===== src/rtl/spmv_csr_sequencer_pkg.sv =====
// rtl/spmv_csr_sequencer_pkg.sv - shared widths, core state codes and sequencer states
package spmv_pkg;
   localparam int DATA_W = 16;
   localparam int IDX_W  = 8;
   localparam int COL_W  = 4;

   typedef enum logic [2:0] {
      CORE_IDLE  = 3'd0,
      CORE_MUL   = 3'd1,
      CORE_ADD   = 3'd2,
      CORE_WRITE = 3'd3,
      CORE_DONE  = 3'd4
   } core_state_e;

   typedef enum logic [2:0] {
      S_IDLE,
      S_PRIME_VC,
      S_PRIME_VEC,
      S_LAUNCH,
      S_RUN,
      S_FINISH
   } seq_state_e;
endpackage


===== src/rtl/spmv_csr_sequencer_if.sv =====
// rtl/spmv_csr_sequencer_if.sv - memory read ports and SpMV_core operand/handshake bundle
interface spmv_csr_sequencer_if;
   import spmv_pkg::*;

   logic [IDX_W-1:0]  o_val_addr;
   logic [IDX_W-1:0]  o_col_addr;
   logic              o_vc_en;
   logic [DATA_W-1:0] i_val_data;
   logic [COL_W-1:0]  i_col_data;
   logic [COL_W-1:0]  o_vec_addr;
   logic              o_vec_en;
   logic [DATA_W-1:0] i_vec_data;
   logic              o_core_start;
   logic [DATA_W-1:0] o_mat_value;
   logic [DATA_W-1:0] o_in_vector;
   logic [IDX_W-1:0]  o_count;
   logic [2:0]        i_core_state;

   modport master (
      output o_val_addr, o_col_addr, o_vc_en, o_vec_addr, o_vec_en,
      output o_core_start, o_mat_value, o_in_vector, o_count,
      input  i_val_data, i_col_data, i_vec_data, i_core_state
   );

   modport slave (
      input  o_val_addr, o_col_addr, o_vc_en, o_vec_addr, o_vec_en,
      input  o_core_start, o_mat_value, o_in_vector, o_count,
      output i_val_data, i_col_data, i_vec_data, i_core_state
   );
endinterface


===== src/rtl/spmv_csr_sequencer_prefetch.sv =====
// rtl/spmv_csr_sequencer_prefetch.sv - spmv_operand_prefetch: read issue, val_hold and core operand registers
module spmv_operand_prefetch
   import spmv_pkg::*;
(
   input  logic              clk,
   input  logic              rstn,
   input  logic              prime_vc,
   input  logic              prime_vec,
   input  logic              launch,
   input  logic              run_mul,
   input  logic              run_add,
   input  logic              run_write,
   input  logic              pending,
   input  logic [IDX_W-1:0]  next_idx,
   input  logic [DATA_W-1:0] val_data,
   input  logic [COL_W-1:0]  col_data,
   input  logic [DATA_W-1:0] vec_data,
   output logic              vc_en,
   output logic [IDX_W-1:0]  val_addr,
   output logic [IDX_W-1:0]  col_addr,
   output logic              vec_en,
   output logic [COL_W-1:0]  vec_addr,
   output logic [DATA_W-1:0] mat_value,
   output logic [DATA_W-1:0] in_vector
);
   logic [DATA_W-1:0] val_hold;
   logic              rd_next;
   logic              load_ops;

   // Prefetch of k+1 only happens while the core is working on k and k+1 exists.
   assign rd_next  = run_mul & pending;
   assign vc_en    = prime_vc | rd_next;
   assign val_addr = rd_next ? next_idx : '0;
   assign col_addr = val_addr;
   assign vec_en   = prime_vec | (run_add & pending);
   assign vec_addr = vec_en ? col_data : '0;
   assign load_ops = launch | (run_write & pending);

   always_ff @(posedge clk or negedge rstn) begin
      if (!rstn) begin
         val_hold  <= '0;
         mat_value <= '0;
         in_vector <= '0;
      end else begin
         if (vec_en) val_hold <= val_data;
         if (load_ops) begin
            mat_value <= val_hold;
            in_vector <= vec_data;
         end
      end
   end
endmodule


===== src/rtl/spmv_csr_sequencer.sv =====
// rtl/spmv_csr_sequencer.sv - sequences one SpMV_core pass over a CSR matrix with operand prefetch
module spmv_csr_sequencer
   import spmv_pkg::*;
(
   input  logic             i_clk,
   input  logic             i_rstn,
   input  logic             i_go,
   input  logic [IDX_W-1:0] i_nnz,
   output logic             o_busy,
   output logic             o_done,
   output logic             o_err,
   spmv_csr_sequencer_if.master bus
);
   seq_state_e       state;
   logic [IDX_W-1:0] nnz_q;
   logic [IDX_W-1:0] k_q;
   logic [IDX_W-1:0] count_q;
   logic             start_q;
   logic [IDX_W:0]   k_next;
   logic             pending;
   logic             in_run;

   assign k_next  = {1'b0, k_q} + 1'b1;
   assign pending = k_next < {1'b0, nnz_q};
   assign in_run  = (state == S_RUN);

   assign bus.o_core_start = start_q;
   assign bus.o_count      = count_q;

   spmv_operand_prefetch u_prefetch (
      .clk       (i_clk),
      .rstn      (i_rstn),
      .prime_vc  (state == S_PRIME_VC),
      .prime_vec (state == S_PRIME_VEC),
      .launch    (state == S_LAUNCH),
      .run_mul   (in_run && bus.i_core_state == CORE_MUL),
      .run_add   (in_run && bus.i_core_state == CORE_ADD),
      .run_write (in_run && bus.i_core_state == CORE_WRITE),
      .pending   (pending),
      .next_idx  (k_next[IDX_W-1:0]),
      .val_data  (bus.i_val_data),
      .col_data  (bus.i_col_data),
      .vec_data  (bus.i_vec_data),
      .vc_en     (bus.o_vc_en),
      .val_addr  (bus.o_val_addr),
      .col_addr  (bus.o_col_addr),
      .vec_en    (bus.o_vec_en),
      .vec_addr  (bus.o_vec_addr),
      .mat_value (bus.o_mat_value),
      .in_vector (bus.o_in_vector)
   );

   always_ff @(posedge i_clk or negedge i_rstn) begin
      if (!i_rstn) begin
         state   <= S_IDLE;
         nnz_q   <= '0;
         k_q     <= '0;
         count_q <= '0;
         start_q <= 1'b0;
         o_busy  <= 1'b0;
         o_done  <= 1'b0;
         o_err   <= 1'b0;
      end else begin
         start_q <= 1'b0;
         o_done  <= 1'b0;
         case (state)
            S_IDLE: begin
               if (i_go) begin
                  nnz_q   <= i_nnz;
                  k_q     <= '0;
                  count_q <= '0;
                  o_err   <= 1'b0;
                  if (i_nnz == '0) begin
                     state <= S_FINISH;
                  end else begin
                     state  <= S_PRIME_VC;
                     o_busy <= 1'b1;
                  end
               end
            end
            S_PRIME_VC:  state <= S_PRIME_VEC;
            S_PRIME_VEC: begin
               state   <= S_LAUNCH;
               start_q <= 1'b1;
            end
            S_LAUNCH:    state <= S_RUN;
            S_RUN: begin
               // count leads k by the ADD->WRITE edge so the core sees k+1 in WRITE
               if (bus.i_core_state == CORE_ADD) begin
                  count_q <= count_q + 1'b1;
               end else if (bus.i_core_state == CORE_WRITE) begin
                  k_q <= k_next[IDX_W-1:0];
               end else if (bus.i_core_state == CORE_DONE) begin
                  state <= S_FINISH;
                  if (count_q != nnz_q) o_err <= 1'b1;
               end
            end
            S_FINISH: begin
               o_done <= 1'b1;
               o_busy <= 1'b0;
               state  <= S_IDLE;
            end
            default: state <= S_IDLE;
         endcase
      end
   end
endmodule


===== src/flat_wrapper.sv =====
// flat-port wrapper written by rule: the top's interface ports become plain ports
module spmv_csr_sequencer_flat import spmv_pkg::*;
  (i_clk, i_rstn, i_go, i_nnz, o_busy, o_done, o_err, bus_o_val_addr, bus_o_col_addr, bus_o_vc_en, bus_o_vec_addr, bus_o_vec_en, bus_o_core_start, bus_o_mat_value, bus_o_in_vector, bus_o_count, bus_i_val_data, bus_i_col_data, bus_i_vec_data, bus_i_core_state);
  spmv_csr_sequencer_if bus_i ();
  input  logic i_clk;
  input  logic i_rstn;
  input  logic i_go;
  input  logic [IDX_W-1:0] i_nnz;
  output logic o_busy;
  output logic o_done;
  output logic o_err;
  output wire logic [$bits(bus_i.o_val_addr)-1:0] bus_o_val_addr;
  output wire logic [$bits(bus_i.o_col_addr)-1:0] bus_o_col_addr;
  output wire logic [$bits(bus_i.o_vc_en)-1:0] bus_o_vc_en;
  output wire logic [$bits(bus_i.o_vec_addr)-1:0] bus_o_vec_addr;
  output wire logic [$bits(bus_i.o_vec_en)-1:0] bus_o_vec_en;
  output wire logic [$bits(bus_i.o_core_start)-1:0] bus_o_core_start;
  output wire logic [$bits(bus_i.o_mat_value)-1:0] bus_o_mat_value;
  output wire logic [$bits(bus_i.o_in_vector)-1:0] bus_o_in_vector;
  output wire logic [$bits(bus_i.o_count)-1:0] bus_o_count;
  input wire logic [$bits(bus_i.i_val_data)-1:0] bus_i_val_data;
  input wire logic [$bits(bus_i.i_col_data)-1:0] bus_i_col_data;
  input wire logic [$bits(bus_i.i_vec_data)-1:0] bus_i_vec_data;
  input wire logic [$bits(bus_i.i_core_state)-1:0] bus_i_core_state;
  assign bus_o_val_addr = bus_i.o_val_addr;
  assign bus_o_col_addr = bus_i.o_col_addr;
  assign bus_o_vc_en = bus_i.o_vc_en;
  assign bus_o_vec_addr = bus_i.o_vec_addr;
  assign bus_o_vec_en = bus_i.o_vec_en;
  assign bus_o_core_start = bus_i.o_core_start;
  assign bus_o_mat_value = bus_i.o_mat_value;
  assign bus_o_in_vector = bus_i.o_in_vector;
  assign bus_o_count = bus_i.o_count;
  assign bus_i.i_val_data = bus_i_val_data;
  assign bus_i.i_col_data = bus_i_col_data;
  assign bus_i.i_vec_data = bus_i_vec_data;
  assign bus_i.i_core_state = bus_i_core_state;
  spmv_csr_sequencer u_core (.i_clk(i_clk), .i_rstn(i_rstn), .i_go(i_go), .i_nnz(i_nnz), .o_busy(o_busy), .o_done(o_done), .o_err(o_err), .bus(bus_i));
endmodule

===== config.mk =====
export PLATFORM = sky130hd
export DESIGN_NAME = spmv_csr_sequencer_flat
export DESIGN_NICKNAME = d
export VERILOG_FILES = /design/src/rtl/spmv_csr_sequencer_pkg.sv /design/src/rtl/spmv_csr_sequencer_if.sv /design/src/rtl/spmv_csr_sequencer_prefetch.sv /design/src/rtl/spmv_csr_sequencer.sv /design/src/flat_wrapper.sv
export SDC_FILE = /design/constraint.sdc
export NUM_CORES = 1
export LEC_CHECK = 0
export ABC_CLOCK_PERIOD_IN_PS = 4950
export CORE_UTILIZATION = 47
export CTS_CLUSTER_SIZE = 16
export DETAILED_ROUTE_END_ITERATION = 12
export GPL_ROUTABILITY_DRIVEN = 0
export PLACE_DENSITY = 0.88
export SYNTH_ARGS = -nofsm -noshare
export SYNTH_HDL_FRONTEND = slang
export SYNTH_SLANG_ARGS = --single-unit

===== constraint.sdc =====
create_clock -name i_clk -period 4.95 [get_ports i_clk]
set_clock_uncertainty 0.15 [all_clocks]
set_input_delay 0.99 -clock i_clk [delete_from_list [all_inputs] [get_ports i_clk]]
set_output_delay 0.99 -clock i_clk [all_outputs]
set_load 0.1 [all_outputs]

==> run_1/density.png <==
The die is cut into 9 by 9 equal tiles; black is low, pale yellow is high, 0 to 100% covered.
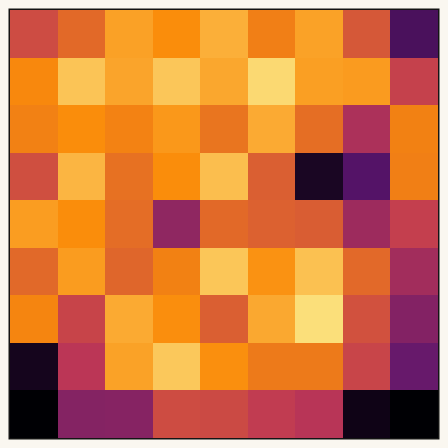
tiles over 75% full: 37%
fullest tile: 93%
nearly empty tiles: 2.5%
Core Box Area: 7690 µm²
Floorplan Utilization: 0.483
final core utilization: 0.688

==> run_1/gate_families.png <==
Bar = 20 µm.
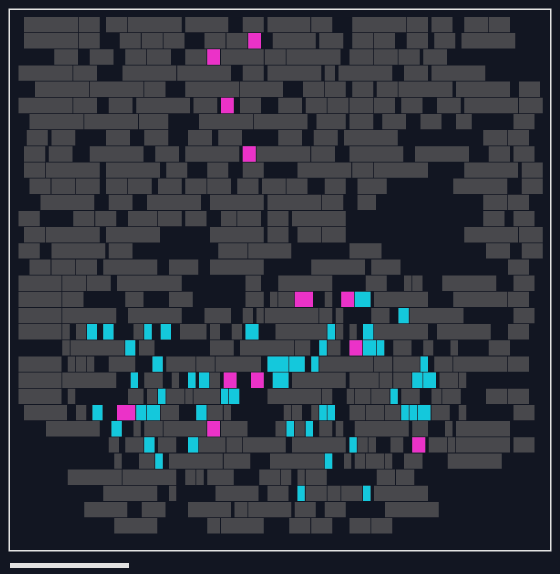
[AND and OR gates] magenta | cells: 12
[NAND gates] cyan | cells: 47

==> run_1/final_placement.png <==
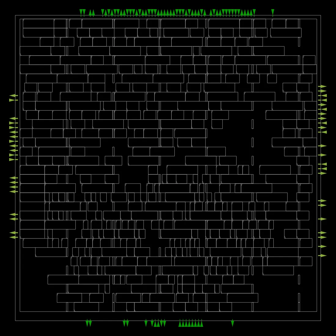
share of cell area taken by flip-flops and latches: 0.374
Well-Tap Cells: 102
flop count: 79
Final Non-Filler Cells: 529
site row count: 32

-- run 1: power groups by stage --
stage	clock (mW)	combinational [mW]	sequential, mW
2_1_floorplan	0	0.701	2.11
3_3_place_gp	0	2.24	1.07
3_5_place_dp	0	2.28	1.09
4_1_cts	0.498	2.29	1.08
5_1_grt	0.528	2.36	1.11
6_report	0.488	2.28	1.07
-- run 1: sequential cells by signal, summed over array words and instances (netlist names) --
signal	flops
u_core.u_prefetch.in_vector	16
u_core.u_prefetch.mat_value	16
u_core.u_prefetch.val_hold	16
u_core.bus.o_count	8
u_core.k_q	8
u_core.nnz_q	8
u_core.state	3
u_core.bus.o_core_start	1
u_core.o_busy	1
u_core.o_done	1
u_core.o_err	1
-- run 1: per-layer routing --
layer	vias up	GRT usage
li1	1300	-
met1	1340	0.269
met2	80	0.355
met3	16	0.0345
met4	0	0.0979
met5	-	0
-- run 1: worst max path at each step --
| stage | from | endpoint | slack [ns] | cells after the start |
|---|---|---|---|---|
| floorplan | u_core.k_q[2] | bus_o_val_addr[2] | -0.58 | 14 |
| global placement | u_core.k_q[0] | bus_o_val_addr[6] | 0.61 | 11 |
| detailed placement | u_core.k_q[0] | bus_o_col_addr[6] | 0.51 | 11 |
| CTS | u_core.k_q[0] | bus_o_col_addr[6] | 0.13 | 11 |
| global route | u_core.k_q[2] | bus_o_col_addr[6] | -0.1 | 12 |
| finish | u_core.k_q[0] | bus_o_col_addr[6] | 0.10 | 11 |
-- run 1: final cells by class --
cell class              count  area share
clock inverters             7      0.0151
flip-flops and latches     79       0.374
repair buffers            118       0.263
well taps                 102      0.0241
clock buffers               9      0.0234
multi-input cells         201       0.291
inverters                  13     0.00923
==> impl_metrics.json, run 1 <==
{
  "run_status": "complete, no violations",
  "top_sig_layer": "met4",
  "worst_slew_pin_slew_ns": 1.02,
  "die_y_um": 90.9,
  "post_cts_hold_buffers": 0,
  "synth-async-reset-ratio": 1.00,
  "seq_area_um2": 1980,
  "clock_latency_ns": 0.35,
  "synth.yosys.num_cells": 315,
  "port_buffers": 115,
  "power_switching_mw": 2.02,
  "min-delay-path-class": "reg -> reg",
  "adder_share": 0.0303,
  "cts.htree.levels": 3,
  "chipWidth_um": 90.9,
  "synth_area_per_cell_um2": 11.8,
  "detailed_place.area_um2": 5080,
  "gr-total-overflow": 0,
  "power.static_leakage_nw": 2.31,
  "ys_top_logic_family": "multiplexers",
  "insertedDiodeCount": 0,
  "drt_antenna_net_count": 0,
  "ys_seq_share": 0.533,
  "crit_path_max_incr_delay_ns": 0.53,
  "edf_count": 0,
  "syn2layout_area_growth_pct": 42.4,
  "worstPathCellList": "ha_1 -> nand3_1 -> xor2_1 -> inv_1 -> ha_1 -> a21o_1 -> a221oi_1 -> nand2_1 -> or3_1 -> nor2b_1 -> buf_12",
  "cp_data_arrival_time_ns": 3.71,
  "design.die.area_um2": 8260,
  "fillers": 559,
  "clock_power_share": 0.127,
  "syn-num-nets": 374,
  "worst_hold_path.endpoint": "u_core.u_prefetch.val_hold[12]",
  "detailroute.via_count": 2736,
  "internal-power_mw": 1.82,
  "post_synth_num_cell_types": 39,
  "maxSlewHeadroom": 0.319,
  "power.ir.vdd_worst_mv": 0.642,
  "layout.area.comb_um2": 1540,
  "post-synth-top-count-cell": "dfrtp_1",
  "critPathRequiredTime_ns": 3.81,
  "whs_ns": 0.348,
  "clockRootBuffer": "clkbuf_8",
  "post_synth_inst_count": 315,
  "drc": 0,
  "maxSlewViolCount": 0,
  "route.detailed.vias_per_inst": 5.17,
  "finalSetupViolations": 0,
  "regToRegSetupSlack_ns": 1.40,
  "top_cells_by_area": "dfrtp_1, mux2_2, xor2_1",
  "fmax_mhz": 206,
  "tritoncts": "yes",
  "cell_repeated_most_along_the_worst_path": "ha_1",
  "numClockSinks": 79,
  "postCtsResizedCells": 0,
  "dr.pass1.iters": 5,
  "synth.cellmix.simpleShare": 0.126,
  "final_layout_top_logic_cell": "clkdlybuf4s50_1",
  "power.density_nw_per_um2": 726,
  "grt_pass1_wl_um": 13700,
  "number_of_synthesized_register_bits": 79,
  "grt_antenna_before_repair": 0,
  "fin_total_pwr_mw": 3.84,
  "yosys.stat.chipArea_um2": 3710,
  "critical_path.reg2reg.endpoint": "u_core.u_prefetch.in_vector[9]",
  "synth_top_flop_cell": "dfrtp_1",
  "worst_hold_startpoint": "u_core.u_prefetch.val_hold[12]",
  "route.layer.met1.wl_um": 3510,
  "layout_min_cycle_time_ns": 4.85,
  "fin_setup_tns_ns": 0,
  "power.switching_fraction": 0.526,
  "post-synth-top-area-fraction": 0.533,
  "dr.first_iter.drc_count": 132,
  "maxCapViolCount": 0,
  "critical-path-slowest-cell": "or3_1",
  "place.detailed.instances": 513,
  "wl_met2_um": 4190,
  "synth.cellmix.xorXnorShare": 0.0496,
  "grt_start_max_net_pins": 80,
  "clkTransAtPathRegs_ns": 0.08,
  "regToRegStartpoint": "u_core.k_q[0]",
  "critPathBufInv": 2,
  "cp-start-kind": "register",
  "ctsLongestPathBuffers": 2,
  "finalCritPeriodShare": 0.980,
  "post-place-ws_ns": 0.515,
  "post_synthesis_cell_type_with_the_largest_combined_area": "dfrtp_1",
  "grtUsageTotal": 0.212,
  "drive_gt1_frac": 0.222,
  "cpLargestDelayFamily": "simple AND/OR/NAND/NOR gates",
  "mux_share": 0.149,
  "power.share.sequential": 0.280,
  "critPathKind": "reg -> out",
  "met3WireLength_um": 333,
  "comb_power_share": 0.593,
  "synth.top_cells.by_count": "dfrtp_1, mux2_2, nand2_1, nor2_1",
  "tool_warnings": 28,
  "netlist_area_um2": 3710,
  "design_area_um2": 5290,
  "final_hold_vios": 0,
  "cts-buffers-inserted": 9,
  "routed_wl_um": 8220,
  "crit_fanout": 9,
  "count_of_pins_on_the_block_boundary": 116,
  "setup_slack_ns": 0.100,
  "route.detailed.wl_per_inst_um": 15.5,
  "rsz_0062_raised_after_global_routing": "true",
  "yosysWarningCount": 0,
  "timing.critical_path.to_type": "primary output",
  "num-nets-final": 481,
  "post_cts.repair.setup_buffers": 0,
  "post-dp-hpwl_um": 6120,
  "via_count_of_the_first_global_routing_pass": 2823,
  "ys_sh_aoi": 0.0580,
  "r2r_cells": 11,
  "final_layout_top_logic_cells": "clkdlybuf4s50_1, dfrtp_1, mux2_2",
  "worstHoldPathCells": 1
}
==> run_1/port_nets.png <==
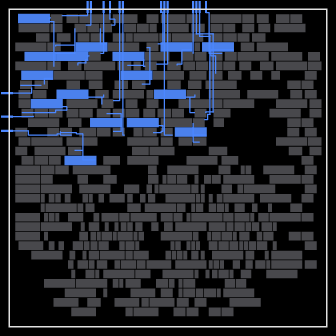

--- run 2 (diff from run 1) ---
- CORE_MARGIN: not set -> 2
==> run_2/port_nets.png <==
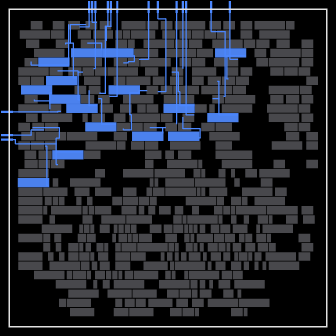
[bus_o_mat_value] blue | bits: 16 | direction: output | end cells: 16 | buffers: 16 | wire: 539 µm

==> impl_metrics.json, run 2 <==
{
  "maxCapViolCount": 0,
  "detailroute.via_count": 2704,
  "route.detailed.vias_per_inst": 5.11,
  "final_layout_top_logic_cell": "clkdlybuf4s50_1",
  "core_area_um2": 7690,
  "grt_start_max_net_pins": 80,
  "fin_setup_tns_ns": 0,
  "synth_top_flop_cell": "dfrtp_1",
  "critPathRequiredTime_ns": 3.81,
  "fillers": 581,
  "critical-path-slowest-cell": "dfrtp_1",
  "post-synth-top-count-cell": "dfrtp_1",
  "post-synth-top-area-fraction": 0.533,
  "critical_path.reg2reg.endpoint": "u_core.u_prefetch.in_vector[9]",
  "timing.critical_path.to_type": "primary output",
  "grt_pass1_wl_um": 13900,
  "drive_gt1_frac": 0.244,
  "power.density_nw_per_um2": 720,
  "dr.pass1.iters": 4,
  "tritoncts": "yes",
  "dr.first_iter.drc_count": 122,
  "maxSlewViolCount": 0,
  "chipWidth_um": 92.9,
  "drc": 0,
  "crit_path_max_incr_delay_ns": 0.48,
  "grtUsageTotal": 0.209,
  "whs_ns": 0.347,
  "run_status": "complete, no violations",
  "cell_repeated_most_along_the_worst_path": "ha_1",
  "fin_total_pwr_mw": 3.82,
  "gr-total-overflow": 0,
  "tool_warnings": 27,
  "detailed_place.area_um2": 5090,
  "cp-start-kind": "register",
  "yosys.stat.chipArea_um2": 3710,
  "r2r_cells": 11,
  "syn-num-nets": 374,
  "min-delay-path-class": "reg -> reg",
  "edf_count": 0,
  "design.die.area_um2": 8620,
  "critPathKind": "reg -> out",
  "ctsLongestPathBuffers": 2,
  "setup_slack_ns": 0.218,
  "clkTransAtPathRegs_ns": 0.08,
  "port_buffers": 115,
  "netlist_area_um2": 3710,
  "synth_area_per_cell_um2": 11.8,
  "finalSetupViolations": 0,
  "yosysWarningCount": 0,
  "final_non_filler_cells": 529,
  "insertedDiodeCount": 0,
  "clockRootBuffer": "clkbuf_8",
  "cp_data_arrival_time_ns": 3.59,
  "post_synth_num_cell_types": 39,
  "layout.area.comb_um2": 1560,
  "cts-buffers-inserted": 9,
  "grt_antenna_before_repair": 0,
  "crit_fanout": 9,
  "critPathBufInv": 2,
  "regToRegSetupSlack_ns": 1.33,
  "synth.top_cells.by_count": "dfrtp_1, mux2_2, nand2_1, nor2_1",
  "worst_slew_pin_slew_ns": 1.05,
  "clock_latency_ns": 0.34,
  "utilization": 0.690,
  "top_cells_by_area": "dfrtp_1, mux2_2, xor2_1",
  "placementRows": 32,
  "worstPathCellList": "ha_1 -> nand3_1 -> xor2_1 -> inv_1 -> ha_1 -> a21o_1 -> a221oi_1 -> nand2_1 -> or3_4 -> nor2b_2 -> buf_12",
  "finalCritPeriodShare": 0.956,
  "post_cts.repair.setup_buffers": 0,
  "worstHoldPathCells": 1,
  "route.detailed.wl_per_inst_um": 16.2,
  "synth-async-reset-ratio": 1.00,
  "fmax_mhz": 211,
  "place.detailed.instances": 514,
  "routed_wl_um": 8550,
  "crit_path_end": "bus_o_col_addr[6]",
  "maxSlewHeadroom": 0.301,
  "post-dp-hpwl_um": 6490
}
run 2: cell counts after synthesis:
Identical to the previous run, type by type.
run 2: where the power goes:
part	internal, mW	switching [mW]
Clock	0.229	0.229
Sequential	0.909	0.172
Combinational	0.679	1.60
run 2: final cells by class:
class                   count  area share
flip-flops and latches     79       0.373
well taps                 102      0.0241
clock buffers               9      0.0234
clock inverters             6      0.0118
repair buffers            119       0.264
multi-input cells         201       0.295
inverters                  13     0.00920
run 2: per-layer routing:
metal | GRT usage | part of all wire | vias to the layer above
met5 | 0 | 0 | -
met4 | 0.0907 | 0.025 | 0
met3 | 0.0342 | 0.037 | 16
met2 | 0.356 | 0.53 | 66
met1 | 0.263 | 0.41 | 1329
li1 | - | - | 1293
run 2: repair_timing:
action | in CTS | in global routing
endpoints found under the setup margin | 0 | 16
endpoints found under the hold margin | 0 | 0
resized | 0 | 9
run 2: kinds of logic after synthesis:
| family | count (synthesis) | share of synthesized area |
|---|---|---|
| and+or+nand+nor | 89 | 0.126 |
| DFF | 79 | 0.533 |
| muxes | 49 | 0.149 |
| buffers and inverters | 35 | 0.0546 |
| AOI/OAI and AO/OA | 33 | 0.0580 |
| xor gates and xnor gates | 21 | 0.0496 |
| adders and majority gates | 9 | 0.0303 |
run 2: how the worst min path moves through the flow:
stage / from / endpoint
floorplan: u_core.u_prefetch.val_hold[12] / u_core.u_prefetch.val_hold[12]
global placement: u_core.u_prefetch.val_hold[12] / u_core.u_prefetch.val_hold[12]
detailed placement: u_core.u_prefetch.val_hold[12] / u_core.u_prefetch.val_hold[12]
CTS: u_core.u_prefetch.in_vector[13] / u_core.u_prefetch.in_vector[13]
global route: u_core.u_prefetch.in_vector[13] / u_core.u_prefetch.in_vector[13]
finish: u_core.u_prefetch.in_vector[13] / u_core.u_prefetch.in_vector[13]
Power figures rest on the tool's default switching activity, not on a simulated workload.
